**config.mk**
```make
export PLATFORM = sky130hd
export DESIGN_NAME = am2940_datapath
export DESIGN_NICKNAME = d
export VERILOG_FILES = /design/src/rtl/am2940_pkg.sv /design/src/rtl/am2940_updown_cnt.sv /design/src/rtl/am2940_datapath.sv
export SDC_FILE = /design/constraint.sdc
export NUM_CORES = 1
export LEC_CHECK = 0
export CELL_PAD_IN_SITES_DETAIL_PLACEMENT = 0
export CELL_PAD_IN_SITES_GLOBAL_PLACEMENT = 2
export CORE_UTILIZATION = 33
export CTS_CLUSTER_SIZE = 8
export DETAILED_ROUTE_END_ITERATION = 8
export PLACE_DENSITY_LB_ADDON = 0.1
export SYNTH_ARGS = -nofsm -noshare
export SYNTH_HDL_FRONTEND = slang
export SYNTH_HIERARCHICAL = 1
export SYNTH_SLANG_ARGS = --single-unit
export TNS_END_PERCENT = 50
```
**constraint.sdc**
```tcl
create_clock -name clk -period 2.66 [get_ports clk]
set_input_delay 0.532 -clock clk [delete_from_list [all_inputs] [get_ports clk]]
set_output_delay 0.532 -clock clk [all_outputs]
set_load 0.02 [all_outputs]
```
**src/rtl/am2940_pkg.sv**
```systemverilog
// Shared definitions for the Am2940 address-generator datapath.
package am2940_pkg;

  localparam int unsigned AM2940_WIDTH = 8;

  typedef enum logic [1:0] {
    MODE_WC_ZERO  = 2'b00,
    MODE_WC_CMP   = 2'b01,
    MODE_ADDR_CMP = 2'b10,
    MODE_WC_CARRY = 2'b11
  } mode_e;

  typedef enum logic [1:0] {
    SEL_WC = 2'b00,
    SEL_AC = 2'b01,
    SEL_CR = 2'b10,
    SEL_WR = 2'b11
  } sel_e;

endpackage

```
**src/rtl/am2940_updown_cnt.sv**
```systemverilog
// Loadable up/down counter with clear, gated counting and carry/borrow out.
module am2940_updown_cnt
  import am2940_pkg::*;
#(
  parameter int unsigned WIDTH = AM2940_WIDTH
) (
  input  logic             clk,
  input  logic             rst_n,
  input  logic             clr_i,
  input  logic             load_i,
  input  logic [WIDTH-1:0] load_val_i,
  input  logic             en_i,
  input  logic             ci_i,
  input  logic             inc_i,
  input  logic             dec_i,
  output logic [WIDTH-1:0] cnt_o,
  output logic             co_o
);

  logic [WIDTH-1:0] cnt_q;
  logic [WIDTH-1:0] cnt_d;
  logic             cnt_go;

  assign cnt_go = en_i & ci_i;

  // Priority: clear > load > increment > decrement > hold; inc and dec together hold.
  always_comb begin
    cnt_d = cnt_q;
    if (clr_i) begin
      cnt_d = '0;
    end else if (load_i) begin
      cnt_d = load_val_i;
    end else if (cnt_go && inc_i && !dec_i) begin
      cnt_d = cnt_q + WIDTH'(1);
    end else if (cnt_go && dec_i && !inc_i) begin
      cnt_d = cnt_q - WIDTH'(1);
    end
  end

  always_ff @(posedge clk or negedge rst_n) begin
    if (!rst_n) begin
      cnt_q <= '0;
    end else begin
      cnt_q <= cnt_d;
    end
  end

  assign cnt_o = cnt_q;
  assign co_o  = cnt_go & ((inc_i & (cnt_q == '1)) | (dec_i & (cnt_q == '0)));

endmodule

```
**src/rtl/am2940_datapath.sv**
```systemverilog
// Am2940-style DMA address generator datapath: AR/WR/CR registers,
// AC/WC counters, transfer-complete flag and data-out mux.
module am2940_datapath
  import am2940_pkg::*;
#(
  parameter int unsigned WIDTH = AM2940_WIDTH
) (
  input  logic             clk,
  input  logic             rst_n,
  input  logic [WIDTH-1:0] di,
  input  logic             plar,
  input  logic             plwr,
  input  logic             plcr,
  input  logic             plac,
  input  logic             plwc,
  input  logic             sela,
  input  logic             selw,
  input  logic             ena,
  input  logic             inca,
  input  logic             deca,
  input  logic             enw,
  input  logic             incw,
  input  logic             decw,
  input  logic             reswc,
  input  logic [1:0]       seldata,
  input  logic             oedata,
  input  logic             aci,
  input  logic             wci,
  output logic [WIDTH-1:0] do_data,
  output logic             do_oe,
  output logic [WIDTH-1:0] addr,
  output logic [2:0]       docr,
  output logic             aco,
  output logic             wco,
  output logic             done
);

  logic [WIDTH-1:0] ar_q;
  logic [WIDTH-1:0] wr_q;
  logic [2:0]       cr_q;
  logic             done_q;
  logic             done_d;
  logic [WIDTH-1:0] ac;
  logic [WIDTH-1:0] wc;
  logic             done_cond;
  logic             load_any;
  logic             wc_down;
  mode_e            mode;

  am2940_updown_cnt #(.WIDTH(WIDTH)) u_ac (
    .clk        (clk),
    .rst_n      (rst_n),
    .clr_i      (1'b0),
    .load_i     (plac),
    .load_val_i (sela ? ar_q : di),
    .en_i       (ena),
    .ci_i       (aci),
    .inc_i      (inca),
    .dec_i      (deca),
    .cnt_o      (ac),
    .co_o       (aco)
  );

  am2940_updown_cnt #(.WIDTH(WIDTH)) u_wc (
    .clk        (clk),
    .rst_n      (rst_n),
    .clr_i      (reswc),
    .load_i     (plwc),
    .load_val_i (selw ? wr_q : di),
    .en_i       (enw),
    .ci_i       (wci),
    .inc_i      (incw),
    .dec_i      (decw),
    .cnt_o      (wc),
    .co_o       (wco)
  );

  // Plain holding registers.
  always_ff @(posedge clk or negedge rst_n) begin
    if (!rst_n) begin
      ar_q <= '0;
      wr_q <= '0;
      cr_q <= '0;
    end else begin
      if (plar) ar_q <= di;
      if (plwr) wr_q <= di;
      if (plcr) cr_q <= di[2:0];
    end
  end

  assign mode    = mode_e'(cr_q[1:0]);
  assign wc_down = enw & wci & decw & ~incw;

  // Terminal condition is judged on the registered counters, so done lags it
  // by one edge; any load clears it, otherwise it is sticky.
  always_comb begin
    load_any  = plar | plac | plwr | plwc | reswc | plcr;
    done_cond = 1'b0;
    case (mode)
      MODE_WC_ZERO:  done_cond = (wc == WIDTH'(1)) && wc_down;
      MODE_WC_CMP:   done_cond = (wc == wr_q);
      MODE_ADDR_CMP: done_cond = (ac == wr_q);
      MODE_WC_CARRY: done_cond = 1'b0;
      default:       done_cond = 1'b0;
    endcase
    done_d = load_any ? 1'b0 : (done_q | done_cond);
  end

  always_ff @(posedge clk or negedge rst_n) begin
    if (!rst_n) begin
      done_q <= 1'b0;
    end else begin
      done_q <= done_d;
    end
  end

  // Data-out mux, forced to zero when not enabled.
  always_comb begin
    do_data = '0;
    if (oedata) begin
      case (sel_e'(seldata))
        SEL_WC:  do_data = wc;
        SEL_AC:  do_data = ac;
        SEL_CR:  do_data = {{(WIDTH-3){1'b0}}, cr_q};
        SEL_WR:  do_data = wr_q;
        default: do_data = '0;
      endcase
    end
  end

  assign do_oe = oedata;
  assign addr  = ac;
  assign docr  = cr_q;
  assign done  = done_q;

endmodule

```
**Run 1: floorplan with the power grid**

Bar = 20 um. Pins as bars on the die edge. Tap cells in gray.
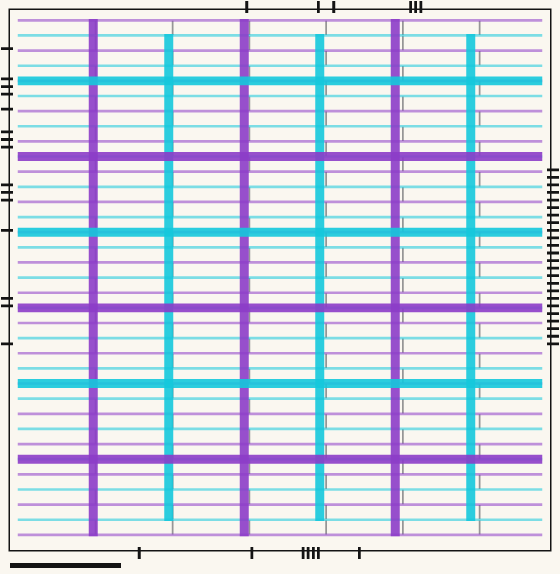
legend:
  VSS:
    color: purple
  VDD:
    color: cyan
met5 straps: 6
signal pins: 52
tap cells: 108
met4 straps: 6
Die W: 97.06 um
core box area: 8721 um2
die height: 97.06 um

**Run 1: placement view**

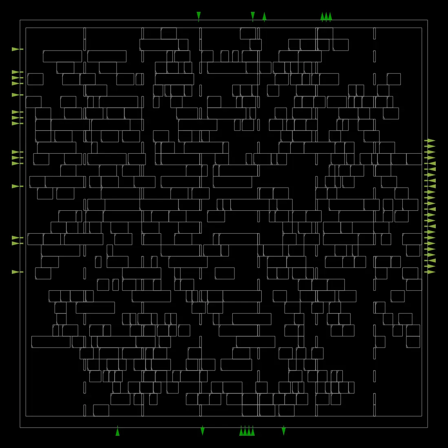
tap cell count: 108
Final Util: 45.55%
Cell Count, Final, Fillers Out: 507
Seq area share: 22.68%
flop count: 36

==> flow_metrics.py, run 1 <==
# Auto-generated metrics
metrics = {
    "detailed_routing": {
        "via_per_inst": 5.187,
        "num_vias": 2630,
        "totalWireLength_um": 8641,
    },
    "cells_and_area": {
        "nets": 446,
        "comb_cells": 249,
        "inverters": 10,
        "layout.nonclk_buf_share_pct": 21.13,
        "design_area_um2": 3973,
        "nClkBuffers": 8,
        "buffers": 96,
        "largestClassByArea": "logic gates",
        "logic_area_um2": 1969,
        "clock_area_share_pct": 2.268,
    },
    "timing": {
        "finalHoldViolations": 0,
        "fin_crit_sh_pct": 97.64,
        "min_period_ns": 2.597,
        "max_freq_mhz": 385.0,
    },
    "clocking": {
        "clkSlewWorstSetupHoldPaths_ns": 0.07,
        "ctsHoldBuffers": 0,
        "worstSkewPairLatency_ns": 0.28,
    },
    "global_route": {
        "grt_start_max_net_pins": 37,
        "use_met3_pct": 2.734,
    },
    "synthesis": {
        "ys_sh_simple_pct": 15.44,
        "syn-cell-area_um2": 2982,
        "syn_inst": 309,
        "ys_sh_xor_pct": 5.875,
        "synthesis.nets": 357,
        "synth.avg_cell_area_um2": 9.649,
        "ys_sh_adder_pct": 8.477,
        "ys_cells": 309,
        "topCellsByArea": "dfrtp_1, mux2_2, ha_1",
    },
    "power_and_ir_drop": {
        "p_per_area_nw_per_um2": 449.4,
        "power.switching_w": 0.0006028,
        "p_comb_share_pct": 39.7,
        "comb-power_w": 0.000709,
    },
    "worst_setup_path": {
        "r2r_cells": 7,
    },
    "hold_path": {
        "hold_path_end": "ar_q[7]",
        "hold_class": "reg -> reg",
    },
    "run_status": {
        "status": "complete, no violations",
    },
    "job": {
        "maxCapViolCount": 0,
    },
}
**Run 1: placement by RTL instance**

Other cells in gray.
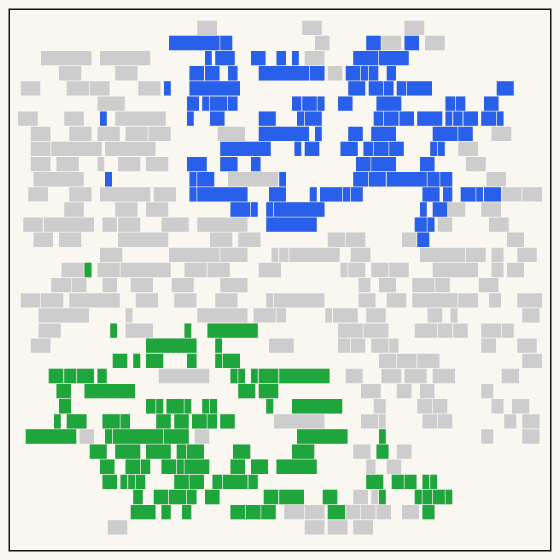
legend:
  `u_ac`:
    color: blue
    cells: 107
  `u_wc`:
    color: green
    cells: 101
not colored: 191
chip area: 9420 um2

**Run 1: where the registers sit**

Bar = 20 um. Other sequential cells in the stronger gray, the rest of the logic in the fainter gray.
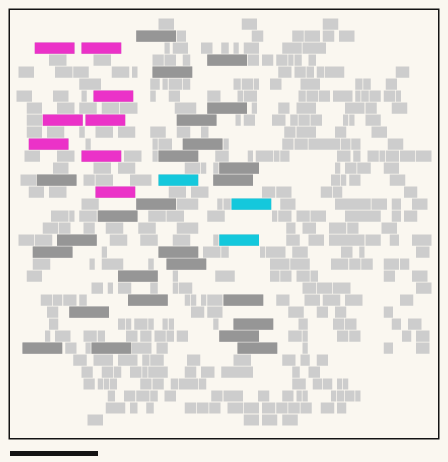
legend:
  `ar_q`:
    color: magenta
    sequential_cells: 8
    where: north-west
  `docr`:
    color: cyan
    sequential_cells: 3
sequential power: 0.000677 W
register area: 900.9 um2

## run 1: critical path, cell delays in order
cell             delay, ns
clkdlybuf4s50_1       0.46
buf_4                 0.15
mux2_2                0.34
a22oi_1               0.20
nor2b_1               0.06
dlygate4sd2_1         0.32
## run 1: metrics by stage
stage | hold WS (ns) | setup TNS [ns] | worst slack (ns)
finish | 0.5016 | 0 | 0.06273
global placement | 0.4833 | -2.034 | -0.2211
CTS | 0.5075 | 0 | 0.004284
floorplan | 0.2364 | 0 | 0.2825
global route | 0.5150 | -0.007735 | -0.004879
detailed placement | 0.4915 | -2.169 | -0.2447
## run 1: timing repair
action | CTS | global route
endpoints found under the hold margin | 0 | 0
gates resized | 10 | 3
pin swaps | 0 | 0
endpoints found under the setup margin | 10 | 2
## run 1: cell usage in the layout, fill, tap and decap left out, types with 4 or more instances in the layout
| cell type | synthesis | layout |
|---|---|---|
| a21oi_1 | 18 | 18 |
| a221oi_1 | 4 | 4 |
| a22oi_1 | 7 | 7 |
| buf_4 | 1 | 45 |
| clkbuf_8 | 0 | 6 |
| clkdlybuf4s50_1 | 0 | 40 |
| dfrtp_1 | 36 | 36 |
| dlygate4sd2_1 | 0 | 9 |
| ha_1 | 17 | 17 |
| inv_1 | 10 | 10 |
| mux2_2 | 40 | 40 |
| mux2i_1 | 14 | 14 |
| nand2_1 | 25 | 25 |
| nand3_1 | 6 | 6 |
| nand4_1 | 6 | 6 |
| nor2_1 | 22 | 22 |
| nor2b_1 | 7 | 7 |
| nor3_1 | 4 | 4 |
| nor4_1 | 6 | 6 |
| o211ai_1 | 8 | 8 |
| o21ai_0 | 6 | 6 |
| xnor2_1 | 16 | 16 |
| xor2_1 | 4 | 4 |
==> inputs of run 2 (changes only) <==
- CORE_MARGIN: default -> 2
**Run 2: port wiring**

Bar = 20 um.
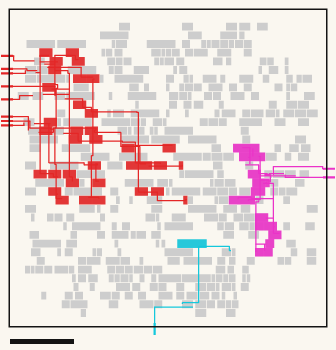
legend:
  `di`:
    color: red
    bits: 8
    direction: input
    end_cells: 35
    buffers: 8
    wire: 525 um
  `seldata`:
    color: magenta
    bits: 2
    direction: input
    end_cells: 14
    buffers: 6
    wire: 152 um
  `done`:
    color: cyan
    bits: 1
    direction: output
    end_cells: 1
    buffers: 1
    wire: 52.1 um

==> run 2 against run 1 <==
Effect of this change:
- largest cell class unchanged
- highest routed layer unchanged
- critical path depth unchanged
- total power shrank 0.54%
- first-iteration DRC count fell by 10%
- via count is 2.7% higher
- hold slack worse by 0.16 ns
- largest power group unchanged
==> flow_metrics.py, run 2 <==
# Auto-generated metrics
metrics = {
    "timing": {
        "max_freq_mhz": 388.7,
        "finalHoldViolations": 0,
        "min_period_ns": 2.573,
        "fin_crit_sh_pct": 96.72,
        "finalSetupTns_ns": 0,
        "layout_setup_ws_ns": 0.08734,
    },
    "floorplan": {
        "dieArea_um2": 9812,
        "core_area_um2": 8721,
        "die_x_um": 99.06,
        "die_height_um": 99.06,
    },
    "clocking": {
        "ctsHoldBuffers": 0,
        "worstSkewPairLatency_ns": 0.28,
    },
    "detailed_routing": {
        "totalWireLength_um": 8877,
    },
    "run_status": {
        "status": "complete, no violations",
    },
    "synthesis": {
        "topCellsByArea": "dfrtp_1, mux2_2, ha_1",
        "ys_sh_simple_pct": 15.44,
        "synthesis.nets": 357,
        "syn-cell-area_um2": 2982,
        "synth.avg_cell_area_um2": 9.649,
        "ys_sh_xor_pct": 5.875,
    },
    "worst_setup_path": {
        "r2r_cells": 7,
    },
    "cells_and_area": {
        "nets": 456,
        "final_layout_top_logic_cells": "buf_4, mux2_2, clkdlybuf4s50_1",
        "finalNonFillerCells": 516,
    },
    "job": {
        "maxCapViolCount": 0,
    },
    "power_and_ir_drop": {
        "p_comb_share_pct": 41.9,
        "p_per_area_nw_per_um2": 438.1,
        "p_total_w": 0.001776,
        "power.switching_w": 0.0006082,
    },
    "placed_design": {
        "dp_slack_ns": -0.3058,
    },
    "hold_path": {
        "hold_class": "in -> async",
    },
    "global_route": {
        "grt_start_max_net_pins": 37,
    },
}
**Run 2: where the registers sit**

Bar = 20 um. Other sequential cells in the stronger gray, the rest of the logic in the fainter gray.
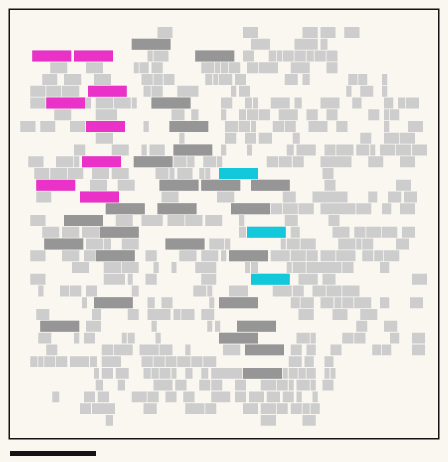
legend:
  `docr`:
    color: cyan
    sequential_cells: 3
  `ar_q`:
    color: magenta
    sequential_cells: 8
    where: north-west
not colored: 25
sequential power: 0.000666 W
Seq area share: 22.23%

[run 2: power by group through the flow]
stage,Sequential (W),Clock (W),Combinational (W)
finish,0.000666,0.000366,0.000744
global route,0.000672,0.000404,0.000819
CTS,0.000664,0.000384,0.000729
detailed placement,0.000675,0,0.000731
global placement,0.000677,0,0.000730
floorplan,0.000679,0,0.000410
[run 2: critical path, stage by stage]
cell	delay [ns]
clkdlybuf4s50_1	0.48
buf_4	0.15
mux2_2	0.34
a22oi_1	0.16
nor2b_1	0.06
dlygate4sd2_1	0.32
[run 2: final cells by class]
type	instances	area, um2
fill	864	4668
multi-input combinational	249	1996
timing repair buffer	106	905.9
sequential	36	900.9
tap	108	135.1
clock buffer	6	72.57
inverter	10	37.54
clock inverter	1	5.005
[run 2: per-layer routing]
metal,vias up,GRT usage [%],wire [um]
li1,1338,-,-
met1,1291,29.31,4769
met2,67,27.03,3673
met3,6,2.695,358
met4,0,3.793,76
met5,-,0,0
[run 2: repair_timing]
item | in CTS | in global routing
pin swaps | 0 | 1
setup endpoints to repair | 10 | 7
resized | 12 | 6
buffers inserted | 0 | 3
cloned | 0 | 0
[run 2: through the flow]
step | area [um2] | hold WS [ns] | utilization [%]
floorplan | 2982 | 0.2364 | -
global placement | 3933 | 0.4843 | 45.09
detailed placement | 3933 | 0.4900 | 45.09
CTS | 3998 | 0.3687 | 45.84
global route | 4053 | 0.4115 | 46.47
finish | 4053 | 0.3395 | 46.47
[run 2: cells by family after synthesis]
kind of cell / count (synthesis)
other cells: 1
compound gates: 61
xor+xnor: 20
fa+ha+maj: 19
mux: 57
simple gates: 91
buf+inv: 24
flops: 36
==> inputs of run 3 (changes only) <==
- GPL_TIMING_DRIVEN: default -> 0
**Run 3: port wiring**

Bar = 20 um.
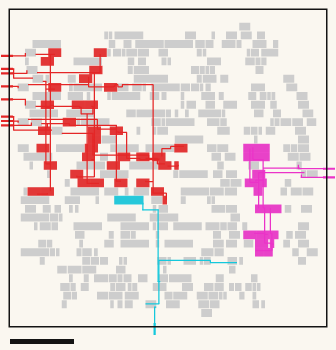
legend:
  `done`:
    color: cyan
    bits: 1
    direction: output
    end_cells: 1
    buffers: 1
    wire: 78.6 um
  `seldata`:
    color: magenta
    bits: 2
    direction: input
    end_cells: 14
    buffers: 2
    wire: 131 um
  `di`:
    color: red
    bits: 8
    direction: input
    end_cells: 35
    buffers: 8
    wire: 496 um

**Run 3: cell density map**

Bar = 20 um. 10 x 10 tiles, from white (low) to dark blue (high), 0 to 100% covered.
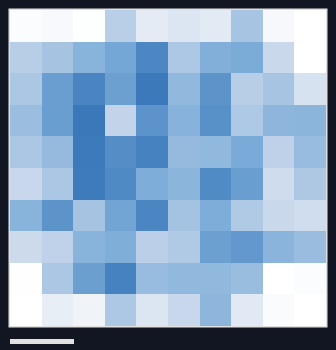
nearly empty tiles: 8.0%
mean over tiles: 37%
fullest tile: 71%
Init Core Util: 34.19%
Final Util: 42.77%

==> run 3 against run 2 <==
Effect of this change:
- sequential power grew 3.6%
- flip-flop count stayed put
- total power up 1.0%
- via count down 6.4%
- combinational power fell by 17%
- clock power grew 32%
- clock-buffer cell count fell by 1
- hold slack lost 0.0041 ns
- largest power group is now registers
==> flow_metrics.py, run 3 <==
# Auto-generated metrics
metrics = {
    "timing": {
        "max_freq_mhz": 392.4,
        "whs_ns": 0.3354,
        "min_period_ns": 2.548,
        "finalHoldViolations": 0,
    },
    "synthesis": {
        "synthesis.nets": 357,
        "topCellsByArea": "dfrtp_1, mux2_2, ha_1",
    },
    "hold_path": {
        "hold_class": "in -> async",
    },
    "global_route": {
        "grt_start_max_net_pins": 37,
        "top_usage_layer": "met1",
        "use_met1_pct": 28.33,
    },
    "cells_and_area": {
        "nets": 414,
        "logic_area_um2": 1983,
        "finalNonFillerCells": 475,
        "design_area_um2": 3730,
        "final_layout_top_logic_cells": "clkdlybuf4s50_1, mux2_2, dfrtp_1",
        "regArea_um2": 900.9,
    },
    "power_and_ir_drop": {
        "p_total_w": 0.001794,
    },
    "job": {
        "maxCapViolCount": 0,
    },
    "floorplan": {
        "die_x_um": 99.06,
        "die_height_um": 99.06,
    },
    "run_status": {
        "status": "complete, no violations",
    },
    "detailed_routing": {
        "totalWireLength_um": 8279,
    },
    "clocking": {
        "cts_setup_buffers": 5,
    },
    "placed_design": {
        "dp_slack_ns": -0.5271,
    },
}
run 3: layout make-up:
cell class | count | share of cell area (%)
Tap cell | 108 | 3.623
Inverter | 10 | 1.006
Clock buffer | 5 | 1.845
Buffer | 14 | 2.180
Multi-Input combinational cell | 249 | 53.17
Sequential cell | 36 | 24.15
Clock inverter | 3 | 1.141
Timing Repair Buffer | 50 | 12.88
run 3: cell families after synthesis:
| logic type | Yosys count | share of synthesized area (%) |
|---|---|---|
| compound gates | 61 | 13.85 |
| xor+xnor | 20 | 5.875 |
| fa+ha+maj | 19 | 8.477 |
| buf+inv | 24 | 3.945 |
| flops | 36 | 30.21 |
| mux | 57 | 22.07 |
| other cells | 1 | 0.1258 |
| simple gates | 91 | 15.44 |
run 3: worst paths after layout:
check                         startpoint             to  slack (ns)  cells past startpoint
max                        u_wc/cnt_o[0]     do_data[0]        0.11                      3
min                                rst_n  u_wc/cnt_o[5]        0.34                      1
max reg2reg                u_ac/cnt_o[0]  u_ac/cnt_o[6]        0.56                      6
min reg2reg                      ar_q[6]        ar_q[6]        0.50                      1
max in group asynchronous          rst_n        ar_q[3]        1.79                      1
min in group clk                 ar_q[6]        ar_q[6]        0.50                      1
run 3: metal layers:
layer | routed length (um) | part of all wire, %
met1 | 4483 | 54
met5 | 0 | 0
met4 | 91 | 1.1
met3 | 303 | 3.7
met2 | 3400 | 41
run 3: where the power goes:
part / switching, W / leakage [nW] / internal (W)
Sequential: 0.0000935 / 0.447 / 0.000597
Combinational: 0.000300 / 0.998 / 0.000321
Clock: 0.000205 / 0.0541 / 0.000277
run 3: worst max-delay path: stages (launching register included):
cell and delay (ns):
dfrtp_1 0.53, mux4_2 0.50, and2_1 0.16, clkdlybuf4s50_1 0.53
No activity file was given, so power comes from the tool's default toggle rates.
